$ cat src/rtl/mac_valid_tag_pipe_if.sv
// Handshake and status bundle between the MAC issue logic and the valid/tag shadow pipe.
interface mac_valid_tag_pipe_if #(
  parameter int unsigned TagWidth = 8,
  parameter int unsigned CntWidth = 3
);
  logic                ce;
  logic                flush;
  logic                in_valid;
  logic                in_mode;
  logic [TagWidth-1:0] in_tag;
  logic                in_ready;
  logic                out_valid;
  logic                out_mode;
  logic [TagWidth-1:0] out_tag;
  logic [CntWidth-1:0] inflight;
  logic                empty;

  modport master (
    output ce, flush, in_valid, in_mode, in_tag,
    input  in_ready, out_valid, out_mode, out_tag, inflight, empty
  );

  modport slave (
    input  ce, flush, in_valid, in_mode, in_tag,
    output in_ready, out_valid, out_mode, out_tag, inflight, empty
  );
endinterface

$ cat src/rtl/mac_valid_tag_pipe.sv
// Valid/mode/tag shadow pipeline beside the MAC datapath: full ops exit after Stages,
// multiply-only ops after MulStages; with stall, flush, exit-collision interlock and count.
module mac_valid_tag_pipe #(
  parameter int unsigned Stages    = 7,
  parameter int unsigned MulStages = 5,
  parameter int unsigned TagWidth  = 8,
  parameter int unsigned CntWidth  = 3
) (
  input logic                 clk,
  input logic                 aclr,
  mac_valid_tag_pipe_if.slave bus
);
  localparam int unsigned HazStage = Stages - MulStages - 1;
  localparam int unsigned FullExit = Stages - 1;
  localparam int unsigned MulExit  = MulStages - 1;

  logic [Stages-1:0]   v;
  logic [Stages-1:0]   v_nxt;
  logic [Stages-1:0]   m;
  logic [Stages-1:0]   m_nxt;
  logic [TagWidth-1:0] t [Stages];
  logic [CntWidth-1:0] cnt;
  logic                advance;
  logic                hazard;
  logic                accept;
  logic                exit_full;
  logic                exit_mul;

  // A mode-1 op issued now would exit together with the mode-0 entry sitting in HazStage.
  assign advance       = bus.ce & ~bus.flush;
  assign hazard        = v[HazStage] & ~m[HazStage];
  assign bus.in_ready  = advance & ~(bus.in_mode & hazard);
  assign accept        = bus.in_valid & bus.in_ready;
  assign exit_full     = v[FullExit];
  assign exit_mul      = v[MulExit] & m[MulExit];
  assign bus.out_valid = advance & (exit_full | exit_mul);
  assign bus.inflight  = cnt;
  assign bus.empty     = (cnt == '0);

  always_comb begin
    bus.out_tag  = '0;
    bus.out_mode = 1'b0;
    if (exit_full) begin
      bus.out_tag  = t[FullExit];
      bus.out_mode = m[FullExit];
    end else if (exit_mul) begin
      bus.out_tag  = t[MulExit];
      bus.out_mode = 1'b1;
    end
  end

  // Multiply-only entries retire at MulExit and must not continue down the pipe.
  always_comb begin
    v_nxt            = {v[Stages-2:0], accept};
    m_nxt            = {m[Stages-2:0], bus.in_mode};
    v_nxt[MulStages] = v[MulExit] & ~m[MulExit];
  end

  always_ff @(posedge clk or posedge aclr) begin
    if (aclr) begin
      v   <= '0;
      m   <= '0;
      cnt <= '0;
      for (int unsigned i = 0; i < Stages; i++) t[i] <= '0;
    end else if (bus.flush) begin
      v   <= '0;
      cnt <= '0;
    end else if (bus.ce) begin
      v    <= v_nxt;
      m    <= m_nxt;
      t[0] <= bus.in_tag;
      for (int unsigned i = 1; i < Stages; i++) t[i] <= t[i-1];
      cnt  <= cnt + CntWidth'(accept) - CntWidth'(bus.out_valid);
    end
  end
endmodule

$ cat src/flat_wrapper.sv
// flat-port wrapper written by rule: the top's interface ports become plain ports
module mac_valid_tag_pipe_flat 
#(
  parameter int unsigned Stages    = 7,
  parameter int unsigned MulStages = 5,
  parameter int unsigned TagWidth  = 8,
  parameter int unsigned CntWidth  = 3
)
  (clk, aclr, bus_ce, bus_flush, bus_in_valid, bus_in_mode, bus_in_tag, bus_in_ready, bus_out_valid, bus_out_mode, bus_out_tag, bus_inflight, bus_empty);
  mac_valid_tag_pipe_if #(.TagWidth(TagWidth), .CntWidth(CntWidth)) bus_i ();
  input logic clk;
  input logic aclr;
  input wire logic [$bits(bus_i.ce)-1:0] bus_ce;
  input wire logic [$bits(bus_i.flush)-1:0] bus_flush;
  input wire logic [$bits(bus_i.in_valid)-1:0] bus_in_valid;
  input wire logic [$bits(bus_i.in_mode)-1:0] bus_in_mode;
  input wire logic [$bits(bus_i.in_tag)-1:0] bus_in_tag;
  output wire logic [$bits(bus_i.in_ready)-1:0] bus_in_ready;
  output wire logic [$bits(bus_i.out_valid)-1:0] bus_out_valid;
  output wire logic [$bits(bus_i.out_mode)-1:0] bus_out_mode;
  output wire logic [$bits(bus_i.out_tag)-1:0] bus_out_tag;
  output wire logic [$bits(bus_i.inflight)-1:0] bus_inflight;
  output wire logic [$bits(bus_i.empty)-1:0] bus_empty;
  assign bus_i.ce = bus_ce;
  assign bus_i.flush = bus_flush;
  assign bus_i.in_valid = bus_in_valid;
  assign bus_i.in_mode = bus_in_mode;
  assign bus_i.in_tag = bus_in_tag;
  assign bus_in_ready = bus_i.in_ready;
  assign bus_out_valid = bus_i.out_valid;
  assign bus_out_mode = bus_i.out_mode;
  assign bus_out_tag = bus_i.out_tag;
  assign bus_inflight = bus_i.inflight;
  assign bus_empty = bus_i.empty;
  mac_valid_tag_pipe #(.Stages(Stages), .MulStages(MulStages), .TagWidth(TagWidth), .CntWidth(CntWidth)) u_core (.clk(clk), .aclr(aclr), .bus(bus_i));
endmodule
$ cat config.mk
export PLATFORM = sky130hd
export DESIGN_NAME = mac_valid_tag_pipe_flat
export DESIGN_NICKNAME = d
export VERILOG_FILES = /design/src/rtl/mac_valid_tag_pipe_if.sv /design/src/rtl/mac_valid_tag_pipe.sv /design/src/flat_wrapper.sv
export SDC_FILE = /design/constraint.sdc
export NUM_CORES = 1
export LEC_CHECK = 0
export ABC_CLOCK_PERIOD_IN_PS = 4500
export CORE_MARGIN = 4
export CORE_UTILIZATION = 60
export DETAILED_ROUTE_END_ITERATION = 12
export GPL_TIMING_DRIVEN = 0
export PLACE_DENSITY = 0.81
export SYNTH_ARGS = -nofsm -noshare
export SYNTH_HDL_FRONTEND = slang
export SYNTH_SLANG_ARGS = --single-unit
export TNS_END_PERCENT = 30
$ cat constraint.sdc
create_clock -name clk -period 4.5 [get_ports clk]
set_input_delay 0.45 -clock clk [delete_from_list [all_inputs] [get_ports clk]]
set_output_delay 0.45 -clock clk [all_outputs]
set_load 0.02 [all_outputs]
==> reports/metrics.yaml, run 1 <==
yosys:
  synthCells: 330
  synth-simple-area-share_pct: 27.3
  synth_stat.cells: 330
  synthesis.nets: 347
  topCombFamilyByArea: "simple AND/OR/NAND/NOR gates"
  synth.lib_cells_used.distinct: 25
  synth.yosys.chip_area_sq_mm: 0.00303
  synth_area_in_compound_gates_pct: 3.34
  synthAdderAreaFrac_pct: 1.49
  numSynthFlops: 73
  number_of_warning_messages_in_the_yosys_log: 0
  ys_top_cells_by_area: "sky130_fd_sc_hd__dfrtp_1 (60%), sky130_fd_sc_hd__nand2_1 (24%), sky130_fd_sc_hd__buf_6 (2.6%)"
  synth_seq_share_pct: 60.3
  synth_largest_type_area_fraction_pct: 60.3
  synth_area_leader_cell: "sky130_fd_sc_hd__dfrtp_1"
  synth.mux.area_fraction_pct: 2.31
  yosys.area_share.xor_xnor_pct: 0.289
  post_synth.cell_area_avg_sq_um: 9.18
  mappedNetlistArea_sq_mm: 0.00303
power:
  powerComb_w: 0.000161
  p_int_w: 0.00111
  power.total_w: 0.00150
  combinationalPowerShare_pct: 10.7
  p_leak_nw: 1.96
  power_leader: "registers"
  seq_power_w: 0.000821
  seq_power_share_pct: 54.6
  p_sw_share_pct: 25.9
  clockNetworkPower_w: 0.000521
  net-switching-power_w: 0.000389
  powerDensity_mw_per_mm2: 417
  vdd_ir_drop_max_mv: 0.225
  p_clk_share_pct: 34.7
critical_path:
  worst_ep_required_time_ns: 4.73
  timing.critical_path.depth: 13
  max_stage_delay_ns: 0.53
  path_max_fanout: 10
  r2r-start: "u_core.v[6]"
  critical_path_class: "in -> reg"
  worst_r2r_endpoint: "u_core.bus.inflight[2]"
  reg2regPathDepth: 11
  critPathSlowestCell: "sky130_fd_sc_hd__clkdlybuf4s50_1"
  crit_path_start_kind: "input port"
  buffer_and_inverter_tally_for_the_worst_setup_path: 5
  cp_cell_instances: "clkdlybuf4s50_1 > nand2b_1 > buf_4 > buf_2 > nor2_1 > ha_1 > inv_1 > ha_1 > inv_1 > fa_1 > xor2_1 > a21oi_1 > a31o_2"
  worst_setup_path_end_kind: "flip-flop"
  cp.arrival_ns: 2.98
  cp_top_family: "buffers and inverters"
  crit_start: "bus_flush"
  critical_path.endpoint: "u_core.bus.inflight[2]"
  r2r_slack_ns: 1.98
cts:
  clock_sinks: 73
  clk_pin_slew_ns: 0.07
  cts.repair_timing.setup_buffer_count: 0
  cts-resized-gates: 0
  cts_htree_levels: 3
  ctsRootBufferMaster: "sky130_fd_sc_hd__clkbuf_8"
  cts-buffers-inserted: 9
  cts_max_path_buffers: 2
  tritoncts: "built"
  postCtsHoldBufs: 0
  insertion_delay_ns: 0.34
finish:
  layout.non_clock_inverters: 5
  layout.cells.most_common_list: "sky130_fd_sc_hd__nand2_1 (190), sky130_fd_sc_hd__dfrtp_1 (73), sky130_fd_sc_hd__clkdlybuf4s50_1 (28)"
  final_area_sq_mm: 0.00360
  final_core_util_pct: 74.8
  fraction_of_area_in_multi_input_gates_pct: 29.2
  non_clock_buffer_area_share_pct: 11.5
  final-instance-count-excl-fill: 441
  layout.cells.largest_class: "sequential cells"
  regArea_sq_mm: 0.00183
  layout_clock_buffer_count: 12
  seqAreaFraction_pct: 50.7
  nFillCells: 371
  ff_count: 73
  n_all_buffers: 45
  nNetsFinal: 386
  mi_logic_area_sq_mm: 0.00105
  layout.clock.cell_area_share_pct: 5.73
  syn2layout_area_growth_pct: 18.9
  antennaDiodeCount: 0
  logic_gate_count: 235
  post_route_cells_drive_above_1_share_pct: 9.36
  layout_top_cell: "sky130_fd_sc_hd__nand2_1"
hold_path:
  holdPathEnd: "u_core.t[7]"
  hold_start: "u_core.t[15]"
  hold_class: "reg -> reg"
  worst_hold_path.num_cells: 2
sta:
  timing.hold.ws_ns: 0.466
  final.setup_skew_ns: 0.00582
  timing.slew.headroom_pct: 43.3
  grt_setup_unrepaired: "false"
  fin_crit_sh_pct: 61.1
  clock.fmax_mhz: 364
  setup_total_negative_slack_ns: 0
  period_minus_slack_ns: 2.75
  report.final.hold_viol_count: 0
  drv_slew: 0
  setup_viol_count_final: 0
  setup_ws_ns: 1.75
  worst_margin_slew_ns: 0.851
floorplan:
  initCoreUtil_pct: 62.9
  rows: 25
  fp.dieArea_sq_mm: 0.00625
  core_region_area_sq_mm: 0.00482
  fp.dieW_um: 79.1
  well_tap_count: 67
  floorplan.io_pins: 29
  die_height_um: 79.1
run:
  maximum_capacitance_violations: 0
  warning_count: 26
place:
  gp_congestion: 0.768
  io_buffers: 28
  post_place_instance_area_sq_mm: 0.00340
  place.detailed.instances: 425
  dp.final_hpwl_mm: 3.63
  post-place-ws_ns: 1.39
detailed_routing:
  vias_per_cell: 4.98
  drt_drc_violations_left: 0
  antenna_left: 0
  drt_first_iter_violations: 125
  dr.pass1.iters: 4
global_route:
  grt.overflow.total: 0
  grt_pass1_wl_mm: 9.37
  first_global_vias: 2132
  antenna_found_initial: 0
  grt_max_degree: 74
status:
  status: "completed"
-- run 1: synth_stat cells --
| master | instances |
|---|---|
| sky130_fd_sc_hd__clkbuf_1 | 1 |
| sky130_fd_sc_hd__nor3b_1 | 1 |
| sky130_fd_sc_hd__a21o_1 | 1 |
| sky130_fd_sc_hd__ha_1 | 2 |
| sky130_fd_sc_hd__nor2_2 | 1 |
| sky130_fd_sc_hd__nor3_1 | 1 |
| sky130_fd_sc_hd__buf_4 | 2 |
| sky130_fd_sc_hd__buf_2 | 7 |
| sky130_fd_sc_hd__nor2_1 | 9 |
| sky130_fd_sc_hd__mux2i_1 | 7 |
| sky130_fd_sc_hd__nand3b_1 | 2 |
| sky130_fd_sc_hd__and2_1 | 1 |
| sky130_fd_sc_hd__fa_1 | 1 |
| sky130_fd_sc_hd__or2_1 | 1 |
| sky130_fd_sc_hd__nor2b_2 | 1 |
| sky130_fd_sc_hd__and3_1 | 1 |
| sky130_fd_sc_hd__nand2_1 | 190 |
| sky130_fd_sc_hd__xor2_1 | 1 |
| sky130_fd_sc_hd__a21oi_1 | 3 |
| sky130_fd_sc_hd__inv_1 | 5 |
| sky130_fd_sc_hd__a31o_2 | 1 |
| sky130_fd_sc_hd__nand2b_1 | 3 |
| sky130_fd_sc_hd__buf_6 | 7 |
| sky130_fd_sc_hd__dfrtp_1 | 73 |
| sky130_fd_sc_hd__a22o_1 | 8 |
-- run 1: layer usage --
metal / vias up / track usage (%) / part of all wire [%]
met5: - / 0 / 0
met4: 0 / 10.7 / 2.3
met3: 11 / 4.54 / 3.6
met2: 43 / 32.1 / 49
met1: 1046 / 23.5 / 45
li1: 1097 / - / -
-- run 1: state kept, by name, summed over array words and instances, names as in the netlist --
name,count
u_core.v,7
u_core.t,56
u_core.m,7
u_core.bus.inflight,3
### Metal 1, run 1

(4 px per um) Supply wires on this layer in grey.
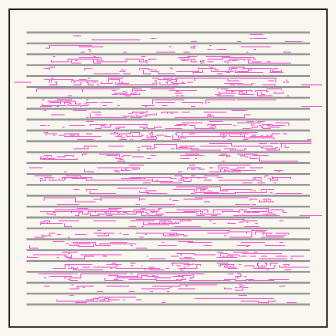
The layer holds 45% of the routed length. The wires run mostly horizontal. The longest straight run is 20.7 um.
wire length after detailed routing: 5.32 mm
total via count in the routed design: 2,197

### Layout detail, run 1

Region (25, 40) to (55, 70) um. Cells in grey, sequential cells in the stronger grey; small squares are vias.
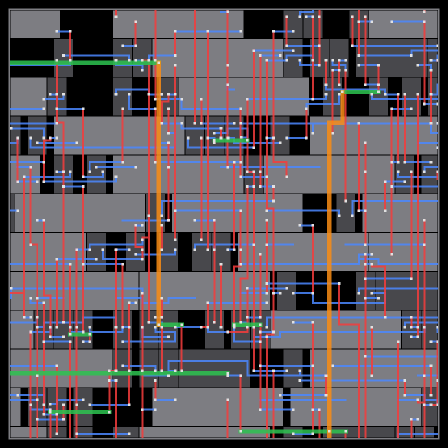
met2: in red. met4: in orange. met1: in blue. met3: in green.
Most frequent: nand2_1 (56), dfrtp_1 (21), clkbuf_8 (3). Netlist names of flops here include u_core.t (21). 80 logic cells have their middle in the window. Sequential cells in the window: 21.

### Routed metal, one colour a layer, run 1

(4 px per um) Only two layers are drawn.
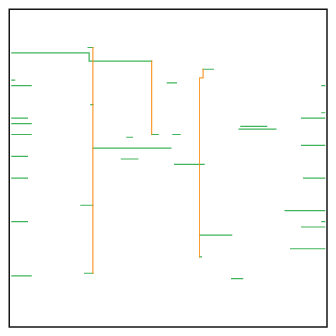
met4: in orange, wire length 123 um. met3: in green, wire length 190 um.
global-route total usage across every layer: 19.4%
drt wl/cell: 12.1 um

--- run 2 (diff from run 1) ---
Settings changed: ABC_CLOCK_PERIOD_IN_PS 4500 to 2900, CORE_UTILIZATION 60 to 56, PLACE_DENSITY 0.81 to 0.76.
Clock period 4.5 ns to 2.9 ns, I/O delays scaled along.
==> reports/metrics.yaml, run 2 <==
critical_path:
  critPathSlowestCell: "sky130_fd_sc_hd__clkdlybuf4s50_1"
  worst_setup_path_end_kind: "flip-flop"
  critical_path_class: "in -> reg"
  cp_top_family: "buffers and inverters"
  crit_path_start_kind: "input port"
  worst_ep_required_time_ns: 3.14
  cp.arrival_ns: 2.82
  buffer_and_inverter_tally_for_the_worst_setup_path: 5
  path_max_fanout: 10
  max_stage_delay_ns: 0.47
  cp_cell_instances: "clkdlybuf4s50_1 > nand2b_1 > buf_4 > buf_2 > nor2_1 > ha_1 > inv_1 > ha_1 > inv_1 > fa_1 > xor2_1 > a21oi_1 > a31o_2"
floorplan:
  rows: 26
  fp.dieW_um: 81.6
  fp.dieArea_sq_mm: 0.00665
  die_height_um: 81.6
  floorplan.io_pins: 29
  core_region_area_sq_mm: 0.00517
  initCoreUtil_pct: 58.6
cts:
  cts-resized-gates: 0
  clk_pin_slew_ns: 0.07
  clock_sinks: 73
  cts_htree_levels: 3
  cts.repair_timing.setup_buffer_count: 0
  postCtsHoldBufs: 0
  ctsRootBufferMaster: "sky130_fd_sc_hd__clkbuf_8"
  insertion_delay_ns: 0.35
  cts-buffers-inserted: 9
  cts_max_path_buffers: 2
  tritoncts: "built"
power:
  p_clk_share_pct: 36.2
  seq_power_w: 0.00127
  power.total_w: 0.00238
  powerComb_w: 0.000248
  seq_power_share_pct: 53.4
  p_leak_nw: 1.96
  clockNetworkPower_w: 0.000863
  vdd_ir_drop_max_mv: 0.460
  p_int_w: 0.00177
  combinationalPowerShare_pct: 10.4
  net-switching-power_w: 0.000615
  p_sw_share_pct: 25.8
  powerDensity_mw_per_mm2: 658
  power_leader: "registers"
sta:
  report.final.hold_viol_count: 0
  clock.fmax_mhz: 387
  final.setup_skew_ns: 0.00847
  fin_crit_sh_pct: 89.0
  setup_viol_count_final: 0
  timing.slew.headroom_pct: 41.6
  drv_slew: 0
  setup_ws_ns: 0.318
  period_minus_slack_ns: 2.58
  worst_margin_slew_ns: 0.876
  setup_total_negative_slack_ns: 0
  timing.hold.ws_ns: 0.462
  grt_setup_unrepaired: "false"
finish:
  post_route_cells_drive_above_1_share_pct: 9.63
  syn2layout_area_growth_pct: 19.4
  layout.cells.most_common_list: "sky130_fd_sc_hd__nand2_1 (190), sky130_fd_sc_hd__dfrtp_1 (73), sky130_fd_sc_hd__clkdlybuf4s50_1 (28)"
  mi_logic_area_sq_mm: 0.00105
  nFillCells: 408
  largest_register_ff_count: 56
  antennaDiodeCount: 0
  largest_register: "u_core.t"
  nNetsFinal: 386
  final_area_sq_mm: 0.00362
  layout_top_registers: "u_core.t (56), u_core.m (7), u_core.v (7)"
  regArea_sq_mm: 0.00183
  layout_top_cell: "sky130_fd_sc_hd__nand2_1"
  final-instance-count-excl-fill: 444
yosys:
  post_synth.cell_area_avg_sq_um: 9.18
  numSynthFlops: 73
  number_of_warning_messages_in_the_yosys_log: 0
  synth.yosys.chip_area_sq_mm: 0.00303
  synth.lib_cells_used.distinct: 25
  synth_area_leader_cell: "sky130_fd_sc_hd__dfrtp_1"
  synth_seq_share_pct: 60.3
  synth_largest_type_area_fraction_pct: 60.3
  synthCells: 330
  post-synth-top-count-cell: "sky130_fd_sc_hd__nand2_1"
  synth_stat.cells: 330
  synth-edff-count: 0
  synth.top_cells.by_count: "sky130_fd_sc_hd__nand2_1 (190), sky130_fd_sc_hd__dfrtp_1 (73), sky130_fd_sc_hd__nor2_1 (9), sky130_fd_sc_hd__a22o_1 (8)"
  synth-async-reset-ratio_pct: 100
  synth-main-ff-cell: "sky130_fd_sc_hd__dfrtp_1"
  mappedNetlistArea_sq_mm: 0.00303
  ys_top_cells_by_area: "sky130_fd_sc_hd__dfrtp_1 (60%), sky130_fd_sc_hd__nand2_1 (24%), sky130_fd_sc_hd__buf_6 (2.6%)"
  synthesis.nets: 347
place:
  post-place-ws_ns: -0.0464
  post_place_instance_area_sq_mm: 0.00340
  io_buffers: 28
  dp.final_hpwl_mm: 3.47
  gp_congestion: 0.743
  place.detailed.instances: 428
global_route:
  first_global_vias: 2086
  grt_max_degree: 74
  grt_pass1_wl_mm: 9.44
  grt.overflow.total: 0
  groute.usage.overall_pct: 18.7
  antenna_found_initial: 0
detailed_routing:
  drt_first_iter_violations: 148
  met2RoutedLength_mm: 2.45
  totalWireLength_mm: 5.34
  dr.pass1.iters: 5
  drt_drc_violations_left: 0
  met3_wirelength_um: 221
  vias_per_cell: 4.84
  met1Wirelength_mm: 2.62
  antenna_left: 0
  dr.max_layer_used: "met4"
  post_drt_wl_per_cell_um: 12.0
  via_count: 2148
run:
  maximum_capacitance_violations: 0
  warning_count: 26
status:
  status: "completed"
hold_path:
  hold_class: "reg -> reg"
==> run 2: kinds of logic after synthesis <==
group | after synthesis | share of synthesized area, %
mux | 7 | 2.31
buf+inv | 22 | 5.00
fa+ha+maj | 3 | 1.49
xor+xnor | 1 | 0.289
compound gates | 13 | 3.34
simple gates | 211 | 27.3
flops | 73 | 60.3
==> run 2: layout make-up <==
cell class	instances	area share, %
sequential	73	50.5
multi-input combinational	235	29.1
timing repair buffer	28	7.74
buffer	17	3.66
clock buffer	9	3.42
clock inverter	7	2.63
tap	70	2.42
inverter	5	0.588
==> run 2: worst register-to-register path: stages (launching register included) <==
cell                       delay (ns)
sky130_fd_sc_hd__dfrtp_1         0.39
sky130_fd_sc_hd__clkbuf_1        0.41
sky130_fd_sc_hd__a21oi_1         0.08
sky130_fd_sc_hd__nor2_1          0.16
sky130_fd_sc_hd__ha_1            0.25
sky130_fd_sc_hd__inv_1           0.06
sky130_fd_sc_hd__ha_1            0.15
sky130_fd_sc_hd__inv_1           0.05
sky130_fd_sc_hd__fa_1            0.37
sky130_fd_sc_hd__xor2_1          0.18
sky130_fd_sc_hd__a21oi_1         0.09
sky130_fd_sc_hd__a31o_2          0.21
==> run 2: final timing paths <==
path                         startpoint                     end  slack, ns  cells past startpoint
min                        u_core.t[29]            u_core.t[21]       0.46                      2
max                           bus_flush  u_core.bus.inflight[2]       0.32                     13
max in group asynchronous          aclr            u_core.t[13]       1.85                      2
min in group asynchronous          aclr             u_core.v[1]       0.48                      2
max reg2reg                 u_core.v[6]  u_core.bus.inflight[2]       0.40                     11
min reg2reg                u_core.t[29]            u_core.t[21]       0.46                      2
==> run 2: metal layers <==
layer	GRT usage (%)	up-vias
met2	29.8	30
li1	-	1102
met5	0	-
met3	5.59	6
met1	24.0	1010
met4	7.09	0
### Routing congestion, run 2

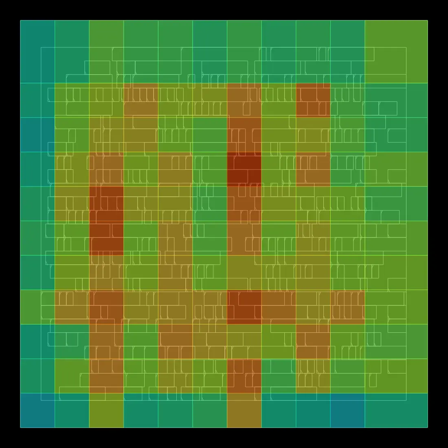
met3 demand-to-capacity share in global routing: 5.59%
core occupancy in the finished layout: 70.0%
global-route met2 utilization: 29.8%

### Metal 1, run 2

(4 px per um) Supply wires on this layer in grey.
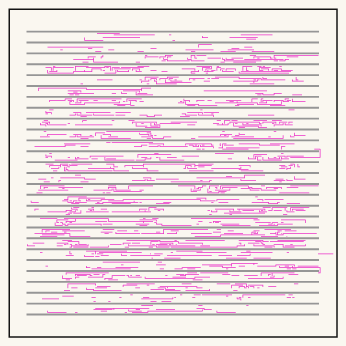
The layer holds 49% of the routed length. The wires run mostly horizontal. The layer carries 2,620 um of wire. 343 nets have wire on it.

### Layout detail, run 2

Region (26, 42) to (56, 72) um. Cells in grey, sequential cells in the stronger grey; small squares are vias.
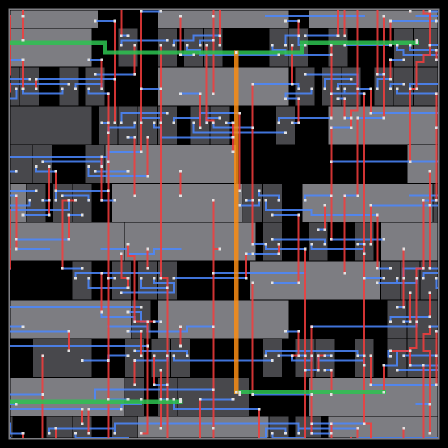
met1: in blue. met3: in green. met4: in orange. met2: in red.
Netlist names of flops here include u_core.t (15). 77 logic cells have their middle in the window. Sequential cells in the window: 15. Most frequent: nand2_1 (54), dfrtp_1 (15), buf_2 (3).

--- run 3 (diff from run 2) ---
Settings changed: CAP_MARGIN set to 0, CTS_CLUSTER_SIZE set to 25.
==> reports/metrics.yaml, run 3 <==
place:
  dp.final_hpwl_mm: 3.47
  gp_congestion: 0.743
  io_buffers: 28
  post-place-ws_ns: -0.0464
floorplan:
  fp.dieW_um: 81.6
  rows: 26
  floorplan.io_pins: 29
  die_height_um: 81.6
  core_region_area_sq_mm: 0.00517
  initCoreUtil_pct: 58.6
  fp.dieArea_sq_mm: 0.00665
yosys:
  numSynthFlops: 73
  synth-edff-count: 0
  synth-main-ff-cell: "sky130_fd_sc_hd__dfrtp_1"
  synth_seq_share_pct: 60.3
  post-synth-top-count-cell: "sky130_fd_sc_hd__nand2_1"
  synth.lib_cells_used.distinct: 25
  synth_stat.cells: 330
  synthCells: 330
  synth_largest_type_area_fraction_pct: 60.3
  mappedNetlistArea_sq_mm: 0.00303
  ys_top_cells_by_area: "sky130_fd_sc_hd__dfrtp_1 (60%), sky130_fd_sc_hd__nand2_1 (24%), sky130_fd_sc_hd__buf_6 (2.6%)"
  synth.yosys.chip_area_sq_mm: 0.00303
  synth-async-reset-ratio_pct: 100
  synth_area_leader_cell: "sky130_fd_sc_hd__dfrtp_1"
  post_synth.cell_area_avg_sq_um: 9.18
  synthesis.nets: 347
  number_of_warning_messages_in_the_yosys_log: 0
  synth.top_cells.by_count: "sky130_fd_sc_hd__nand2_1 (190), sky130_fd_sc_hd__dfrtp_1 (73), sky130_fd_sc_hd__nor2_1 (9), sky130_fd_sc_hd__a22o_1 (8)"
detailed_routing:
  via_count: 2148
  drt_first_iter_violations: 148
  dr.max_layer_used: "met4"
  totalWireLength_mm: 5.34
  met1Wirelength_mm: 2.62
  drt_drc_violations_left: 0
  met2RoutedLength_mm: 2.45
  antenna_left: 0
  met3_wirelength_um: 221
  dr.pass1.iters: 5
  vias_per_cell: 4.84
sta:
  drv_slew: 0
  setup_total_negative_slack_ns: 0
  fin_crit_sh_pct: 89.0
  final.setup_skew_ns: 0.00847
  clock.fmax_mhz: 387
  setup_viol_count_final: 0
  grt_setup_unrepaired: "false"
  timing.slew.headroom_pct: 41.6
  report.final.hold_viol_count: 0
  timing.hold.ws_ns: 0.462
  setup_ws_ns: 0.318
  period_minus_slack_ns: 2.58
  worst_margin_slew_ns: 0.876
global_route:
  grt_pass1_wl_mm: 9.44
  first_global_vias: 2086
  gr-usage-met2_pct: 29.8
  antenna_found_initial: 0
  grt_max_degree: 74
  grt.overflow.total: 0
  grt.met3_usage_pct: 5.59
power:
  p_leak_nw: 1.96
  vdd_ir_drop_max_mv: 0.460
  power.total_w: 0.00238
  powerDensity_mw_per_mm2: 658
finish:
  layout.cells.most_common_list: "sky130_fd_sc_hd__nand2_1 (190), sky130_fd_sc_hd__dfrtp_1 (73), sky130_fd_sc_hd__clkdlybuf4s50_1 (28)"
  layout_top_cell: "sky130_fd_sc_hd__nand2_1"
  layout_top_registers: "u_core.t (56), u_core.m (7), u_core.v (7)"
  final_core_util_pct: 70.0
  antennaDiodeCount: 0
  nFillCells: 408
  largest_register_ff_count: 56
  syn2layout_area_growth_pct: 19.4
  post_route_cells_drive_above_1_share_pct: 9.63
  largest_register: "u_core.t"
  nNetsFinal: 386
status:
  status: "completed"
cts:
  tritoncts: "built"
  cts-resized-gates: 0
  postCtsHoldBufs: 0
  clk_pin_slew_ns: 0.07
  insertion_delay_ns: 0.35
  cts.repair_timing.setup_buffer_count: 0
  cts_max_path_buffers: 2
  clock_sinks: 73
  cts-buffers-inserted: 9
  ctsRootBufferMaster: "sky130_fd_sc_hd__clkbuf_8"
  cts_htree_levels: 3
run:
  maximum_capacitance_violations: 0
  warning_count: 26
critical_path:
  worst_setup_path_end_kind: "flip-flop"
  cp_cell_instances: "clkdlybuf4s50_1 > nand2b_1 > buf_4 > buf_2 > nor2_1 > ha_1 > inv_1 > ha_1 > inv_1 > fa_1 > xor2_1 > a21oi_1 > a31o_2"
  worst_ep_required_time_ns: 3.14
  critPathSlowestCell: "sky130_fd_sc_hd__clkdlybuf4s50_1"
  critical_path_class: "in -> reg"
  r2r_slack_ns: 0.40
  path_max_fanout: 10
  cp.arrival_ns: 2.82
  cp_top_family: "buffers and inverters"
  max_stage_delay_ns: 0.47
  buffer_and_inverter_tally_for_the_worst_setup_path: 5
  crit_path_start_kind: "input port"
hold_path:
  hold_class: "reg -> reg"
run 3: area by class of cell:
cell class	instances	area, sq um	area share (%)
Buffer	17	133	3.66
Inverter	5	21.3	0.588
Clock buffer	9	124	3.42
Timing Repair Buffer	28	280	7.74
Clock inverter	7	95.1	2.63
Multi-Input combinational cell	235	1050	29.1
Sequential cell	73	1830	50.5
Tap cell	70	87.6	2.42
run 3: logic make-up (layout without fill, tap and decap cells):
kind of cell / Yosys count / after routing / share of synthesized area (%)
AND-OR/OR-AND: 13 / 13 / 3.34
XOR/XNOR: 1 / 1 / 0.289
adder cells (fa/ha/maj): 3 / 3 / 1.49
buffers and inverters: 22 / 66 / 5.00
flip-flops: 73 / 73 / 60.3
multiplexers: 7 / 7 / 2.31
AND/OR/NAND/NOR: 211 / 211 / 27.3
run 3: final timing paths:
check | start | cells past startpoint | end
setup / recovery | bus_flush | 13 | u_core.bus.inflight[2]
hold / removal | u_core.t[29] | 2 | u_core.t[21]
setup reg to reg | u_core.v[6] | 11 | u_core.bus.inflight[2]
hold reg to reg | u_core.t[29] | 2 | u_core.t[21]
max in group asynchronous | aclr | 2 | u_core.t[13]
min in group asynchronous | aclr | 2 | u_core.v[1]
run 3: through the flow:
step                      cells  area, sq um
final                       444         3620
after global routing        444         3620
after CTS                   444         3620
after detailed placement    428         3400
after global placement      428         3400
after floorplan             330         3030
run 3: report_power, final:
| group | switching [W] | internal, W | total (W) |
|---|---|---|---|
| combinational | 0.000142 | 0.000105 | 0.000248 |
| sequential | 0.0000931 | 0.00118 | 0.00127 |
| clock | 0.000379 | 0.000484 | 0.000863 |
| total | 0.000615 | 0.00177 | 0.00238 |
### Layout detail, run 3

Region (26, 42) to (56, 72) um. Cells in grey, sequential cells in the stronger grey; small squares are vias.
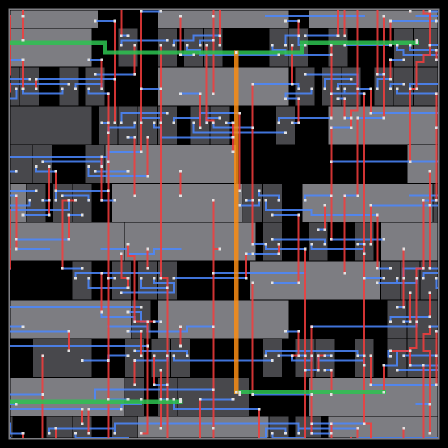
met1: in blue. met2: in red. met4: in orange. met3: in green.
77 logic cells have their middle in the window. Sequential cells in the window: 15. Netlist names of flops here include u_core.t (15). Most frequent: nand2_1 (54), dfrtp_1 (15), buf_2 (3).

### Routing congestion, run 3

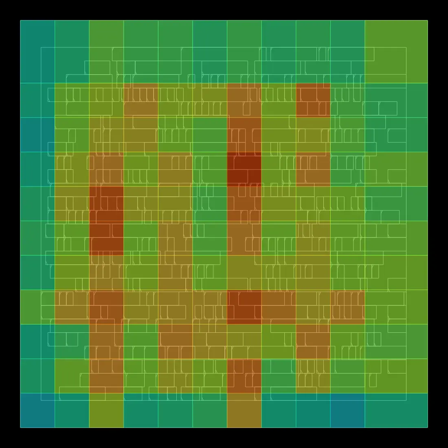
drt wl/cell: 12.0 um
GR met1 Demand/Resource: 24.0%
GRT Max-Usage Layer: met2
global-route total usage across every layer: 18.7%

### Gate families picked out, run 3

(6 px per um)
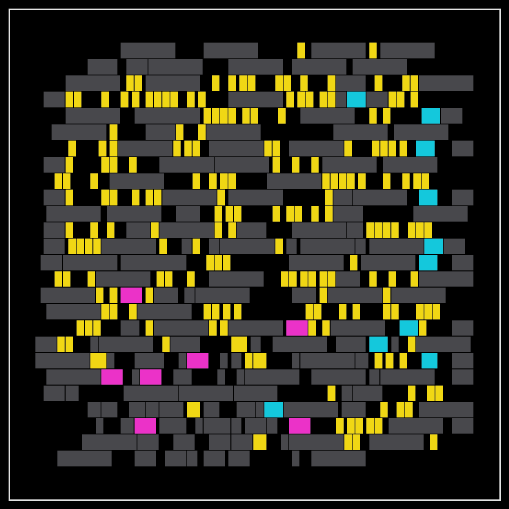
NAND gates: in yellow, cells 195. AND-OR and OR-AND gates: in cyan, cells 10. multiplexers: in magenta, cells 7.

Power figures rest on the tool's default switching activity, not on a simulated workload.
